--- src/rtl/pc_seq_pkg.sv ---
// Shared definitions for the program-counter sequencer.
//   - Default program address width.
//   - FSM state encodings, which are also driven straight onto the `state` output.
//   - Select codes for the next-pc multiplexer.
package pc_seq_pkg;

  localparam int unsigned DefaultAddrW = 5;

  typedef logic [1:0] state_t;

  // The encodings are visible on the `state` output, so they must not be reordered.
  localparam state_t StIdle  = 2'd0;
  localparam state_t StRun   = 2'd1;
  localparam state_t StHalt  = 2'd2;
  localparam state_t StFault = 2'd3;

  typedef logic [1:0] pc_sel_t;

  localparam pc_sel_t SelHold   = 2'd0;
  localparam pc_sel_t SelInc    = 2'd1;
  localparam pc_sel_t SelStack  = 2'd2;
  localparam pc_sel_t SelTarget = 2'd3;

endpackage

--- src/rtl/return_stack.sv ---
// Hardware LIFO of return addresses used for call/return.
// Ports:
//   clk    - clock; all state changes on the rising edge
//   nReset - synchronous, active-high reset; empties the stack
//   push   - write din on top (ignored when full)
//   pop    - discard the top entry (ignored when empty)
//   din    - address to push
//   dout   - current top entry (0 when empty)
//   full   - STACK_DEPTH entries held
//   empty  - no entries held
module return_stack
  import pc_seq_pkg::*;
#(
  parameter int unsigned ADDR_W      = DefaultAddrW,
  parameter int unsigned STACK_DEPTH = 4
) (
  input  logic              clk,
  input  logic              nReset,
  input  logic              push,
  input  logic              pop,
  input  logic [ADDR_W-1:0] din,
  output logic [ADDR_W-1:0] dout,
  output logic              full,
  output logic              empty
);

  localparam int unsigned CntW = $clog2(STACK_DEPTH + 1);

  logic [CntW-1:0]   cnt_q;
  logic [ADDR_W-1:0] mem_q [STACK_DEPTH];

  assign full  = (32'(cnt_q) == STACK_DEPTH);
  assign empty = (cnt_q == '0);

  // The top entry sits at index cnt_q-1. It is selected with a loop, so no
  // narrow subtraction is needed when the stack is empty.
  always_comb begin
    dout = '0;
    for (int unsigned i = 0; i < STACK_DEPTH; i++) begin
      if (32'(cnt_q) == i + 1) begin
        dout = mem_q[i];
      end
    end
  end

  always_ff @(posedge clk) begin
    if (nReset) begin
      cnt_q <= '0;
      for (int unsigned i = 0; i < STACK_DEPTH; i++) begin
        mem_q[i] <= '0;
      end
    end else if (push && !full) begin
      for (int unsigned i = 0; i < STACK_DEPTH; i++) begin
        if (32'(cnt_q) == i) begin
          mem_q[i] <= din;
        end
      end
      cnt_q <= cnt_q + CntW'(1);
    end else if (pop && !empty) begin
      cnt_q <= cnt_q - CntW'(1);
    end
  end

endmodule

--- src/rtl/pc_sequencer.sv ---
// Program-flow controller for the instruction address.
// Ports:
//   clk, nReset   - clock and synchronous, active-high reset
//   start         - leave IDLE or HALT and enter RUN
//   stall         - freeze pc, stack and state for this cycle (RUN only)
//   halt          - advance pc once, then stop fetching
//   jump_en       - unconditional jump to target
//   branch_en     - branch to target when branch_cond is set
//   branch_cond   - branch-taken condition
//   call_en       - push pc+1 and jump to target
//   ret_en        - pop the return address into pc
//   target        - jump, branch or call destination
//   pc            - registered fetch address
//   pc_valid      - registered fetch qualifier
//   state         - IDLE=0, RUN=1, HALT=2, FAULT=3
//   stack_ovf     - sticky: call attempted with a full stack
//   stack_unf     - sticky: return attempted with an empty stack
module pc_sequencer
  import pc_seq_pkg::*;
#(
  parameter int unsigned           ADDR_W      = DefaultAddrW,
  parameter int unsigned           STACK_DEPTH = 4,
  parameter logic [ADDR_W-1:0]     RESET_ADDR  = '0
) (
  input  logic              clk,
  input  logic              nReset,
  input  logic              start,
  input  logic              stall,
  input  logic              halt,
  input  logic              jump_en,
  input  logic              branch_en,
  input  logic              branch_cond,
  input  logic              call_en,
  input  logic              ret_en,
  input  logic [ADDR_W-1:0] target,
  output logic [ADDR_W-1:0] pc,
  output logic              pc_valid,
  output logic [1:0]        state,
  output logic              stack_ovf,
  output logic              stack_unf
);

  state_t            state_q, state_d;
  logic [ADDR_W-1:0] pc_q, pc_d;
  logic              pc_valid_q, pc_valid_d;
  logic              ovf_q, ovf_d;
  logic              unf_q, unf_d;
  pc_sel_t           pc_sel;

  logic              stk_push, stk_pop;
  logic [ADDR_W-1:0] stk_dout;
  logic              stk_full, stk_empty;
  logic [ADDR_W-1:0] pc_inc;

  // Arithmetic wraps modulo 2^ADDR_W, so a return address past the top becomes 0.
  assign pc_inc = pc_q + ADDR_W'(1);

  return_stack #(
    .ADDR_W      (ADDR_W),
    .STACK_DEPTH (STACK_DEPTH)
  ) u_return_stack (
    .clk    (clk),
    .nReset (nReset),
    .push   (stk_push),
    .pop    (stk_pop),
    .din    (pc_inc),
    .dout   (stk_dout),
    .full   (stk_full),
    .empty  (stk_empty)
  );

  // Next-state and strobe decode. The if/else chain encodes the RUN priority order.
  always_comb begin
    state_d  = state_q;
    pc_sel   = SelHold;
    stk_push = 1'b0;
    stk_pop  = 1'b0;
    ovf_d    = ovf_q;
    unf_d    = unf_q;

    case (state_q)
      StIdle: begin
        if (start) begin
          state_d = StRun;
        end
      end
      StRun: begin
        if (stall) begin
          pc_sel = SelHold;
        end else if (halt) begin
          pc_sel  = SelInc;
          state_d = StHalt;
        end else if (ret_en) begin
          if (!stk_empty) begin
            stk_pop = 1'b1;
            pc_sel  = SelStack;
          end else begin
            unf_d   = 1'b1;
            state_d = StFault;
          end
        end else if (call_en) begin
          if (!stk_full) begin
            stk_push = 1'b1;
            pc_sel   = SelTarget;
          end else begin
            ovf_d   = 1'b1;
            state_d = StFault;
          end
        end else if (jump_en) begin
          pc_sel = SelTarget;
        end else if (branch_en && branch_cond) begin
          pc_sel = SelTarget;
        end else begin
          pc_sel = SelInc;
        end
      end
      StHalt: begin
        if (start) begin
          state_d = StRun;
        end
      end
      StFault: begin
        state_d = StFault;
      end
      default: begin
        state_d = StFault;
      end
    endcase
  end

  always_comb begin
    pc_d = pc_q;
    unique case (pc_sel)
      SelHold:   pc_d = pc_q;
      SelInc:    pc_d = pc_inc;
      SelStack:  pc_d = stk_dout;
      SelTarget: pc_d = target;
      default:   pc_d = pc_q;
    endcase
  end

  // The qualifier is registered alongside pc, so it follows stall by one edge.
  assign pc_valid_d = (state_d == StRun) && !stall;

  always_ff @(posedge clk) begin
    if (nReset) begin
      state_q    <= StIdle;
      pc_q       <= RESET_ADDR;
      pc_valid_q <= 1'b0;
      ovf_q      <= 1'b0;
      unf_q      <= 1'b0;
    end else begin
      state_q    <= state_d;
      pc_q       <= pc_d;
      pc_valid_q <= pc_valid_d;
      ovf_q      <= ovf_d;
      unf_q      <= unf_d;
    end
  end

  assign pc        = pc_q;
  assign pc_valid  = pc_valid_q;
  assign state     = state_q;
  assign stack_ovf = ovf_q;
  assign stack_unf = unf_q;

endmodule

--- config.mk ---
export PLATFORM = sky130hd
export DESIGN_NAME = pc_sequencer
export DESIGN_NICKNAME = d
export VERILOG_FILES = /design/src/rtl/pc_seq_pkg.sv /design/src/rtl/return_stack.sv /design/src/rtl/pc_sequencer.sv
export SDC_FILE = /design/constraint.sdc
export NUM_CORES = 1
export LEC_CHECK = 0
export ABC_AREA = 1
export CAP_MARGIN = 30
export CORE_MARGIN = 1
export CORE_UTILIZATION = 34
export CTS_BUF_LIST = sky130_fd_sc_hd__clkbuf_4
export CTS_CLUSTER_SIZE = 28
export DETAILED_ROUTE_END_ITERATION = 8
export GPL_TIMING_DRIVEN = 0
export PLACE_DENSITY = 0.58
export SLEW_MARGIN = 20
export SYNTH_ARGS = -nofsm -noshare
export SYNTH_HDL_FRONTEND = slang
export SYNTH_SLANG_ARGS = --single-unit
--- constraint.sdc ---
create_clock -name clk -period 2.2 [get_ports clk]
set_input_delay 0.22 -clock clk [delete_from_list [all_inputs] [get_ports clk]]
set_output_delay 0.22 -clock clk [all_outputs]
set_load 0.02 [all_outputs]
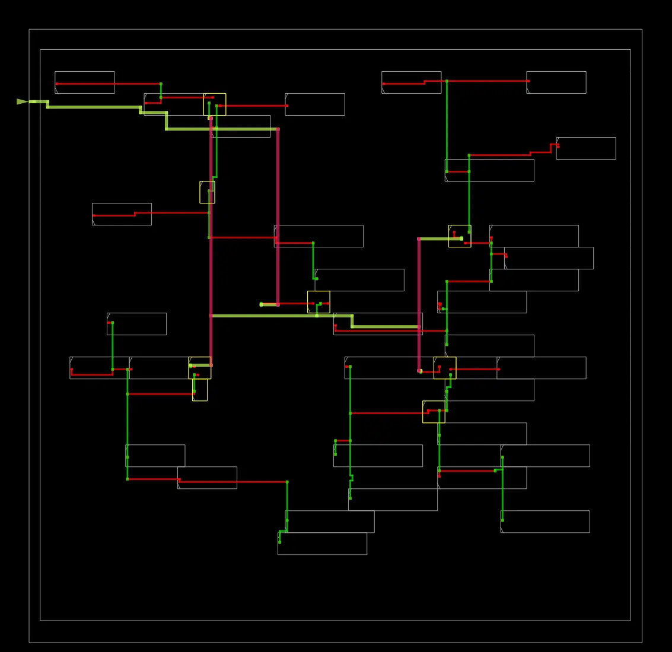
clocks.png
TritonCTS Buffers: 5
worst skew pair latency: 350 ps
Worst Clk Skew: 12.03 ps
Clock Buffer Count: 6
clk pwr: 345 µW

==> flow_summary_export.csv <==
group,metric,value,unit
run_status,status,"completed",
route,drtAntennaViolNets,0,
setup_path,worstPathCellList,"inv_1 -> ha_1 -> nand2_2 -> nand2_1 -> o21ai_1",
synth,synth_chip_area,1859,µm²
final_layout,final_util,0.4335,
synth,syn_avg_cell_area,7.715,µm²
setup_path,required,2180,ps
placed_design,io_buffers,24,
timing,maxSlewViolCount,0,
floorplan,row_count,26,
synth,ys_seq_share,0.4630,
global_route,grt_usage,0.1559,
final_layout,n_all_buffers,25,
worst_hold_path,hp-class,"flop to flop",
final_layout,largest_reg_flops,20,
setup_path,critical_path_peak_fanout,10,
final_layout,layout.cells.most_common_list,"nand2_1, nor2_1, inv_1",
setup_path,crit_family,"AND-OR/OR-AND gates",
job,warnings,30,
floorplan,io_pins,25,
clock_network,cts_max_level,2,
route,drt_wl_total,4082,µm
power_and_ir_drop,finalPower,1.201,mW
global_route,grt_pass1_wl,6996,µm
global_route,grt_pass1_vias,1497,
final_layout,seq_share,0.3839,
synth,yosysTopAreaCellShare,0.3230,
final_layout,nets,294,
synth,aoi_share,0.06057,
clock_network,clk_pin_slew,90,ps
global_route,grt_max_degree,11,
setup_path,rrSetupSlack,250,ps
clock_network,cts_setup_buffers,0,
synth,largest_area_cell,"edfxtp_1",
synth,ys_warn_count,0,
final_layout,buf_share,0.1088,
timing,finalClockPeriodUsage,0.8886,
placed_design,place_congestion,0.7213,
timing,min_period,1955,ps
route,drt_first_pass_iters,4,
power_and_ir_drop,power_density,535.6,nW/µm²
timing,holdWs,496.2,ps
timing,setup_viol,0,
final_layout,finalInstanceArea,2242,µm²
timing,setup_ws,245.0,ps
synth,synth_area,1859,µm²
floorplan,core_area,5172,µm²
final_layout,nFillCells,536,
final_layout,top_register,"u_return_stack.mem_q",
clock_network,hold_buffers,0,
clock_network,clock-sinks,33,
route,dr.first_iter.drc_count,44,
final_layout,mi_logic_area,859.6,µm²
clock_network,root_buffer,"clkbuf_4",
setup_path,start_kind,"flop",
route,route.vias.total,1584,
setup_path,cp_slowest_cell,"o21ai_1",
clock_network,cts_tree,"built",
final_layout,seq_cells,33,
synth,muxShareOfSynthArea,0,
synth,area_leaders,"edfxtp_1, dfxtp_1, nand2_1",
floorplan,die_w,75.95,µm
power_and_ir_drop,p_leak,1.011,nW
route,drc,0,
timing,hold_viol,0,
synth,synth_flops,33,
final_layout,nNonClkInverters,36,
placed_design,dpl.hpwl,3049,µm
final_layout,dominant_cells,"registers",
timing,fmax,511.5,MHz
floorplan,n_tap_cell,70,
timing,rsz0062_at_grt,"no",
floorplan,fp_util,0.3595,
final_layout,n_antenna_cell,0,
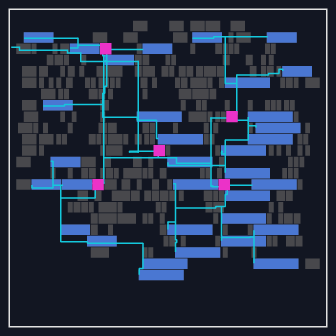
clk_routes.png
[blue] flip-flops | count: 33
[cyan] clock wires | length: 471 µm
[magenta] clock drivers | count: 5
flops lie: widely spread
clock share of power: 0.288

timing repair:
action | CTS | global route
endpoints found under the hold margin | 0 | 0
gates resized | 0 | 4
endpoints found under the setup margin | 0 | 20
metal layers:
metal	GRT usage	wire length, µm
met1	0.2044	1992
met2	0.2455	1843
met3	0.03855	177
met4	0.06346	68
met5	0	0
power breakdown:
group / internal, mW / total [mW] / switching, mW
registers: 0.678 / 0.695 / 0.0178
clock network: 0.134 / 0.345 / 0.211
logic: 0.0692 / 0.160 / 0.0911
path summary, 6_finish.rpt:
kind / from / cells past startpoint / end
worst max-delay path: u_return_stack.cnt_q[0]$_SDFFE_PP0P_ / 5 / u_return_stack.mem_q[1][4]$_SDFFCE_PN0P_
worst min register to register: stack_unf$_SDFFE_PP0P_ / 2 / stack_unf$_SDFFE_PP0P_
worst max register to register: u_return_stack.cnt_q[0]$_SDFFE_PP0P_ / 5 / u_return_stack.mem_q[1][4]$_SDFFCE_PN0P_
worst min-delay path: stack_unf$_SDFFE_PP0P_ / 2 / stack_unf$_SDFFE_PP0P_
synthesized netlist by cell type:
| cell | number |
|---|---|
| nor2_4 | 2 |
| clkbuf_1 | 1 |
| o21ai_0 | 16 |
| dfxtp_1 | 13 |
| nor2_2 | 2 |
| xor2_1 | 2 |
| nor3_1 | 1 |
| nand2_4 | 1 |
| nor3_2 | 1 |
| xnor2_1 | 2 |
| nand2_1 | 55 |
| inv_2 | 2 |
| a21oi_1 | 5 |
| edfxtp_1 | 20 |
| nor2_1 | 42 |
| o21bai_1 | 1 |
| nand3_1 | 20 |
| nand2_2 | 5 |
| nand3_4 | 1 |
| ha_1 | 7 |
| nand4_1 | 3 |
| inv_1 | 34 |
| or2_2 | 5 |
Power is estimated from default activity; no workload was simulated.
